Fig. 1: sequential cells colored by netlist name
Bar = 20 um. Other sequential cells in the stronger gray, the rest of the logic in the fainter gray.
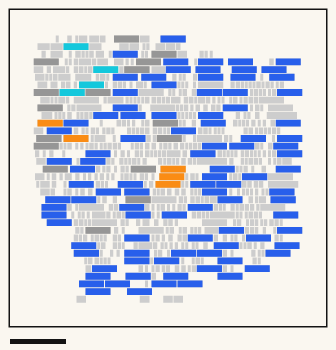
Fig. 2: placed cells, one color a class
Bar = 20 um.
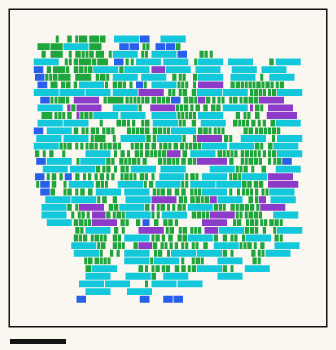
File: src/rtl/memoria_principal_ctrl_if.sv
// Purpose: request/write-back/response bundle between the cache miss handler
//          (master) and the main-memory controller (slave).
// Signals:
//   req_valid, req_address           refill request from the cache
//   wb_valid, wb_address, wb_data    optional dirty victim carried with it
//   busy, wb_done                    controller status
//   resp_valid, resp_data            refill word return
interface memoria_principal_ctrl_if #(
    parameter int unsigned ADDR_W = 5,
    parameter int unsigned DATA_W = 3
);
    logic              req_valid;
    logic [ADDR_W-1:0] req_address;
    logic              wb_valid;
    logic [ADDR_W-1:0] wb_address;
    logic [DATA_W-1:0] wb_data;
    logic              busy;
    logic              wb_done;
    logic              resp_valid;
    logic [DATA_W-1:0] resp_data;

    modport master (
        output req_valid, req_address, wb_valid, wb_address, wb_data,
        input  busy, wb_done, resp_valid, resp_data
    );

    modport slave (
        input  req_valid, req_address, wb_valid, wb_address, wb_data,
        output busy, wb_done, resp_valid, resp_data
    );
endinterface

File: src/rtl/memoria_principal_ctrl.sv
// Purpose: main-memory responder behind the cache. Accepts one miss request
//          in IDLE, optionally commits a dirty-victim write-back, then reads
//          the refill word and returns it with a one-cycle strobe. Each
//          memory access takes LATENCY cycles.
// Ports:
//   clock   rising-edge clock
//   reset   asynchronous, active-high
//   bus     slave side of memoria_principal_ctrl_if (request, write-back,
//           busy / wb_done / resp_valid / resp_data; all outputs registered)
// Build option:
//   MEM_INIT_EN  defined   -> reset loads mem[i] = i (truncated to DATA_W)
//                undefined -> reset clears the array
module memoria_principal_ctrl #(
    parameter int unsigned ADDR_W  = 5,
    parameter int unsigned DATA_W  = 3,
    parameter int unsigned LATENCY = 4
) (
    input logic                    clock,
    input logic                    reset,
    memoria_principal_ctrl_if.slave bus
);

    localparam int unsigned DEPTH = 1 << ADDR_W;
    localparam int unsigned CNT_W = 4;
    localparam logic [CNT_W-1:0] CNT_RELOAD = CNT_W'(LATENCY - 1);

    typedef enum logic [1:0] {
        S_IDLE = 2'd0,
        S_WB   = 2'd1,
        S_RD   = 2'd2,
        S_RESP = 2'd3
    } state_t;

    state_t            state_q,      state_d;
    logic [CNT_W-1:0]  cnt_q,        cnt_d;
    logic [ADDR_W-1:0] req_addr_q,   req_addr_d;
    logic [ADDR_W-1:0] wb_addr_q,    wb_addr_d;
    logic [DATA_W-1:0] wb_data_q,    wb_data_d;
    logic              busy_q,       busy_d;
    logic              wb_done_q,    wb_done_d;
    logic              resp_valid_q, resp_valid_d;
    logic [DATA_W-1:0] resp_data_q,  resp_data_d;
    logic [DATA_W-1:0] mem_q [DEPTH];
    logic [DATA_W-1:0] mem_d [DEPTH];

    // Next-state, datapath and output decode
    always_comb begin
        state_d      = state_q;
        cnt_d        = cnt_q;
        req_addr_d   = req_addr_q;
        wb_addr_d    = wb_addr_q;
        wb_data_d    = wb_data_q;
        busy_d       = busy_q;
        wb_done_d    = 1'b0;
        resp_valid_d = 1'b0;
        resp_data_d  = resp_data_q;
        mem_d        = mem_q;

        case (state_q)
            S_IDLE: begin
                busy_d = 1'b0;
                if (bus.req_valid) begin
                    // Whole request is captured here; later input changes are ignored
                    req_addr_d = bus.req_address;
                    wb_addr_d  = bus.wb_address;
                    wb_data_d  = bus.wb_data;
                    cnt_d      = CNT_RELOAD;
                    busy_d     = 1'b1;
                    state_d    = bus.wb_valid ? S_WB : S_RD;
                end
            end
            S_WB: begin
                if (cnt_q == '0) begin
                    mem_d[wb_addr_q] = wb_data_q;
                    wb_done_d        = 1'b1;
                    cnt_d            = CNT_RELOAD;
                    state_d          = S_RD;
                end else begin
                    cnt_d = cnt_q - CNT_W'(1);
                end
            end
            S_RD: begin
                if (cnt_q == '0) begin
                    // Any write-back for this request committed on an earlier edge
                    resp_data_d  = mem_q[req_addr_q];
                    resp_valid_d = 1'b1;
                    state_d      = S_RESP;
                end else begin
                    cnt_d = cnt_q - CNT_W'(1);
                end
            end
            S_RESP: begin
                busy_d  = 1'b0;
                state_d = S_IDLE;
            end
            default: begin
                busy_d  = 1'b0;
                state_d = S_IDLE;
            end
        endcase
    end

    // Control and output registers
    always_ff @(posedge clock or posedge reset) begin
        if (reset) begin
            state_q      <= S_IDLE;
            cnt_q        <= '0;
            req_addr_q   <= '0;
            wb_addr_q    <= '0;
            wb_data_q    <= '0;
            busy_q       <= 1'b0;
            wb_done_q    <= 1'b0;
            resp_valid_q <= 1'b0;
            resp_data_q  <= '0;
        end else begin
            state_q      <= state_d;
            cnt_q        <= cnt_d;
            req_addr_q   <= req_addr_d;
            wb_addr_q    <= wb_addr_d;
            wb_data_q    <= wb_data_d;
            busy_q       <= busy_d;
            wb_done_q    <= wb_done_d;
            resp_valid_q <= resp_valid_d;
            resp_data_q  <= resp_data_d;
        end
    end

    // Backing array; every reset reloads its power-on contents
    always_ff @(posedge clock or posedge reset) begin
        if (reset) begin
            for (int i = 0; i < int'(DEPTH); i++) begin
`ifdef MEM_INIT_EN
                mem_q[i] <= DATA_W'(i);
`else
                mem_q[i] <= '0;
`endif
            end
        end else begin
            for (int i = 0; i < int'(DEPTH); i++) begin
                mem_q[i] <= mem_d[i];
            end
        end
    end

    assign bus.busy       = busy_q;
    assign bus.wb_done    = wb_done_q;
    assign bus.resp_valid = resp_valid_q;
    assign bus.resp_data  = resp_data_q;

endmodule

File: src/flat_wrapper.sv
// flat-port wrapper written by rule: the top's interface ports become plain ports
module memoria_principal_ctrl_flat 
#(
    parameter int unsigned ADDR_W  = 5,
    parameter int unsigned DATA_W  = 3,
    parameter int unsigned LATENCY = 4
)
  (clock, reset, bus_req_valid, bus_req_address, bus_wb_valid, bus_wb_address, bus_wb_data, bus_busy, bus_wb_done, bus_resp_valid, bus_resp_data);
  memoria_principal_ctrl_if #(.ADDR_W(ADDR_W), .DATA_W(DATA_W)) bus_i ();
  input logic clock;
  input logic reset;
  input wire logic [$bits(bus_i.req_valid)-1:0] bus_req_valid;
  input wire logic [$bits(bus_i.req_address)-1:0] bus_req_address;
  input wire logic [$bits(bus_i.wb_valid)-1:0] bus_wb_valid;
  input wire logic [$bits(bus_i.wb_address)-1:0] bus_wb_address;
  input wire logic [$bits(bus_i.wb_data)-1:0] bus_wb_data;
  output wire logic [$bits(bus_i.busy)-1:0] bus_busy;
  output wire logic [$bits(bus_i.wb_done)-1:0] bus_wb_done;
  output wire logic [$bits(bus_i.resp_valid)-1:0] bus_resp_valid;
  output wire logic [$bits(bus_i.resp_data)-1:0] bus_resp_data;
  assign bus_i.req_valid = bus_req_valid;
  assign bus_i.req_address = bus_req_address;
  assign bus_i.wb_valid = bus_wb_valid;
  assign bus_i.wb_address = bus_wb_address;
  assign bus_i.wb_data = bus_wb_data;
  assign bus_busy = bus_i.busy;
  assign bus_wb_done = bus_i.wb_done;
  assign bus_resp_valid = bus_i.resp_valid;
  assign bus_resp_data = bus_i.resp_data;
  memoria_principal_ctrl #(.ADDR_W(ADDR_W), .DATA_W(DATA_W), .LATENCY(LATENCY)) u_core (.clock(clock), .reset(reset), .bus(bus_i));
endmodule
File: config.mk
export PLATFORM = sky130hd
export DESIGN_NAME = memoria_principal_ctrl_flat
export DESIGN_NICKNAME = d
export VERILOG_FILES = /design/src/rtl/memoria_principal_ctrl_if.sv /design/src/rtl/memoria_principal_ctrl.sv /design/src/flat_wrapper.sv
export SDC_FILE = /design/constraint.sdc
export NUM_CORES = 1
export LEC_CHECK = 0
export ABC_AREA = 1
export CORE_MARGIN = 8
export CORE_UTILIZATION = 60
export DETAILED_ROUTE_END_ITERATION = 7
export PLACE_DENSITY = 0.91
export SYNTH_ARGS = -nofsm -noshare
export SYNTH_HDL_FRONTEND = slang
export SYNTH_SLANG_ARGS = --single-unit
File: constraint.sdc
create_clock -name clock -period 5.9 [get_ports clock]
set_input_delay 1.18 -clock clock [delete_from_list [all_inputs] [get_ports clock]]
set_output_delay 1.18 -clock clock [all_outputs]
set_load 0.05 [all_outputs]
==> flow_summary.yaml <==
# yosys + openroad results
run_status:
  status: "complete, no violations"
final_layout:
  num_antenna_cells: 0
  drive_above_1_share_pct: 5.47
  syn_to_final_growth_pct: 15.5
  layout_top_cells: "263 x nand2_1, 121 x dfrtp_1, 90 x o21ai_0, 83 x nand3_1, 25 x inv_1"
  stdcell_area_sq_um: 6420
  finalNetCount: 725
sta:
  post-route-period-util_pct: 51.0
  tns_ns: 0
  clock.fmax_mhz: 332
  worstMarginPinSlew_ns: 1.18
  maxSlewViolCount: 0
  fin_ws_ns: 2.89
  rsz0062_at_grt: "no"
  final-hold-violation-count: 0
  skew_ns: 0.00914
  setup_viol: 0
  slew_headroom_pct: 21.6
setup_path:
  reg2reg_from: "u_core.req_addr_q[1]"
  cp-end-kind: "flop"
  startpoint: "u_core.req_addr_q[1]"
  critPathMaxStageDelay_ns: 1.01
  critical_path_class: "reg2reg"
  slowest_stage: "clkinv_1"
  crit_path_start_kind: "flop"
  worstPathMaxFanout: 25
  critPathArrivalTime_ns: 3.46
  crit_path_frequent_cell: "nand3_1"
  crit_chain: "clkinv_1 -> nand3_1 -> nand3_1 -> nand2_1 -> nand2_1 -> nand3_1 -> nand3_1 -> nand2_1"
place:
  place.gp.congestion: 0.861
  hpwlAfterDp_um: 8730
  io_buffers: 22
  place_area_sq_um: 5830
  dp_slack_ns: 2.92
power_and_ir_drop:
  p_sw_share_pct: 38.8
  p_leak_nw: 2.93
  clock_power_share_pct: 31.4
  ir_worst_vdd_v: 0.000380
  p_comb_share_pct: 32.3
  switchingPower_mw: 1.28
  total_power_mw: 3.30
  p_int_mw: 2.02
  power_frac_seq_pct: 36.3
  power.density_nw_per_um2: 514
synth:
  synth_chip_area_sq_um: 5560
  yosys_most_used_dff: "dfrtp_1"
  floorplan.nets: 709
  synth_flop_count: 121
  ys_warn_count: 0
  syn-cell-area_sq_um: 5560
  ys_cells: 685
  async_flop_share_pct: 100
  syn_area_per_cell_sq_um: 8.12
  post_synth_num_cell_types: 27
  netlist_instances: 685
  synth-edff-count: 0
  yosysSeqAreaShare_pct: 54.4
global_route:
  grt_pass1_wl_um: 24100
  track_usage_pct: 24.1
  antenna_found_initial: 0
floorplanning:
  die_x_um: 112
  rows: 35
  dieHeight_um: 112
  die_area_sq_um: 12600
  ioPinCount: 23
  fp_util_pct: 61.1
drt:
  drt-vias-per-instance: 6.09
  drc: 0
  wl_per_cell_um: 17.9
  drt-total-wl_um: 14700
  ant_nets: 0
  vias: 5021
hold_path:
  min_path_type: "reg2reg"
  hold_start: "u_core.mem_q[44]"
cts:
  tritoncts: "done"
  post_cts_resized: 0
  cts_buffers: 17
  clk_pin_slew_worst_paths_ns: 0.06
  cts_hold_buf: 0
  htree_levels: 4
  cts_setup_buffers: 0
  cts.sinks: 121
flow_run:
  warnings: 31
  drv_cap: 0
## Picture notes: Fig. 1
`u_core.wb_addr_q` -> orange  # placed flops 5, where center
`u_core.mem_q` -> blue  # placed flops 96, where spread over the die
`u_core.cnt_q` -> cyan  # placed flops 4, where upper left
not colored = 16

## Picture notes: Fig. 2
flip-flops -> cyan  # cells 121, share of their area 48%
other buffers and delay cells -> blue  # cells 25, share of their area 3.9%
all other logic -> green  # cells 536, share of their area 38%
clock drivers and dummy loads -> purple  # cells 31, share of their area 9.5%
final core utilization: 70.5%
total core area: 9110 sq um

==> power groups by stage <==
stage / logic, mW / clock network [mW] / registers (mW)
6_report: 1.07 / 1.04 / 1.20
5_1_grt: 1.17 / 1.08 / 1.22
4_1_cts: 1.05 / 1.04 / 1.19
3_5_place_dp: 1.02 / 0 / 1.19
3_3_place_gp: 0.975 / 0 / 1.18
2_1_floorplan: 0.747 / 0 / 1.18
==> critical path, delay by kind of cell (launching register included) <==
kind,cells,cell delay (ns)
buffers and inverters,1,1.01
AND/OR/NAND/NOR,7,0.96
flip-flops,1,0.96
==> cell families (layout without fill, tap and decap cells) <==
kind of cell	after synthesis	after routing	synth area share (%)
xor gates and xnor gates	1	1	0.157
DFF	121	121	54.4
adders and majority gates	7	7	1.57
muxes	1	1	0.202
AOI/OAI and AO/OA	123	123	11.2
and+or+nand+nor	376	376	28.3
buffers and inverters	56	84	4.05
==> metrics by stage <==
stage                     hold WS (ns)  instances  utilization (%)
after CTS                        0.487        824             70.5
after floorplan                  0.453        685                -
after detailed placement         0.473        793             64.0
after global routing             0.510        824             70.5
after global placement           0.466        793             64.0
final                            0.488        824             70.5
==> cell type report <==
| type | instances | area [sq um] |
|---|---|---|
| fillers | 686 | 2690 |
| flip-flops and latches | 121 | 3030 |
| clock inverters | 6 | 113 |
| clock buffers | 25 | 484 |
| inverters | 28 | 108 |
| repair buffers | 25 | 243 |
| multi-input cells | 508 | 2310 |
| well taps | 111 | 139 |
==> final timing paths <==
path	end	slack [ns]	cells past startpoint
worst max-delay path	u_core.bus.resp_data[2]	2.89	8
worst min-delay path	u_core.mem_q[44]	0.49	2
worst max register to register	u_core.bus.resp_data[2]	2.89	8
worst min register to register	u_core.mem_q[44]	0.49	2
max in group asynchronous	u_core.req_addr_q[1]	3.50	3
min in group asynchronous	u_core.mem_q[10]	1.18	2
==> sequential cells by signal (all words and copies together) (netlist names) <==
signal / cells
u_core.req_addr_q: 5
u_core.mem_q: 96
u_core.bus.resp_data: 3
u_core.bus.wb_done: 1
u_core.wb_data_q: 3
u_core.wb_addr_q: 5
u_core.state_q: 2
u_core.bus.resp_valid: 1
u_core.bus.busy: 1
u_core.cnt_q: 4
==> cell usage after synthesis (2+ instances only) <==
cell	instances	area, sq um
a21oi_1	16	80.1
buf_2	7	35.0
clkbuf_1	19	71.3
dfrtp_1	121	3030
ha_1	7	87.6
inv_1	26	97.6
nand2_1	263	987
nand3_1	83	415
nor2_1	15	56.3
nor2_4	2	22.5
nor3_1	8	40.0
nor3_4	2	32.5
o21ai_0	90	450
o21ai_1	13	65.1
==> per-layer routing <==
metal	track usage [%]	up-vias	share of wire, %	wire length (um)
li1	-	2283	-	-
met1	27.6	2384	39	5680
met2	41.4	291	50	7330
met3	6.87	63	8.2	1200
met4	10.5	0	3.5	514
met5	0	-	0	0
Power figures rest on the tool's default switching activity, not on a simulated workload.
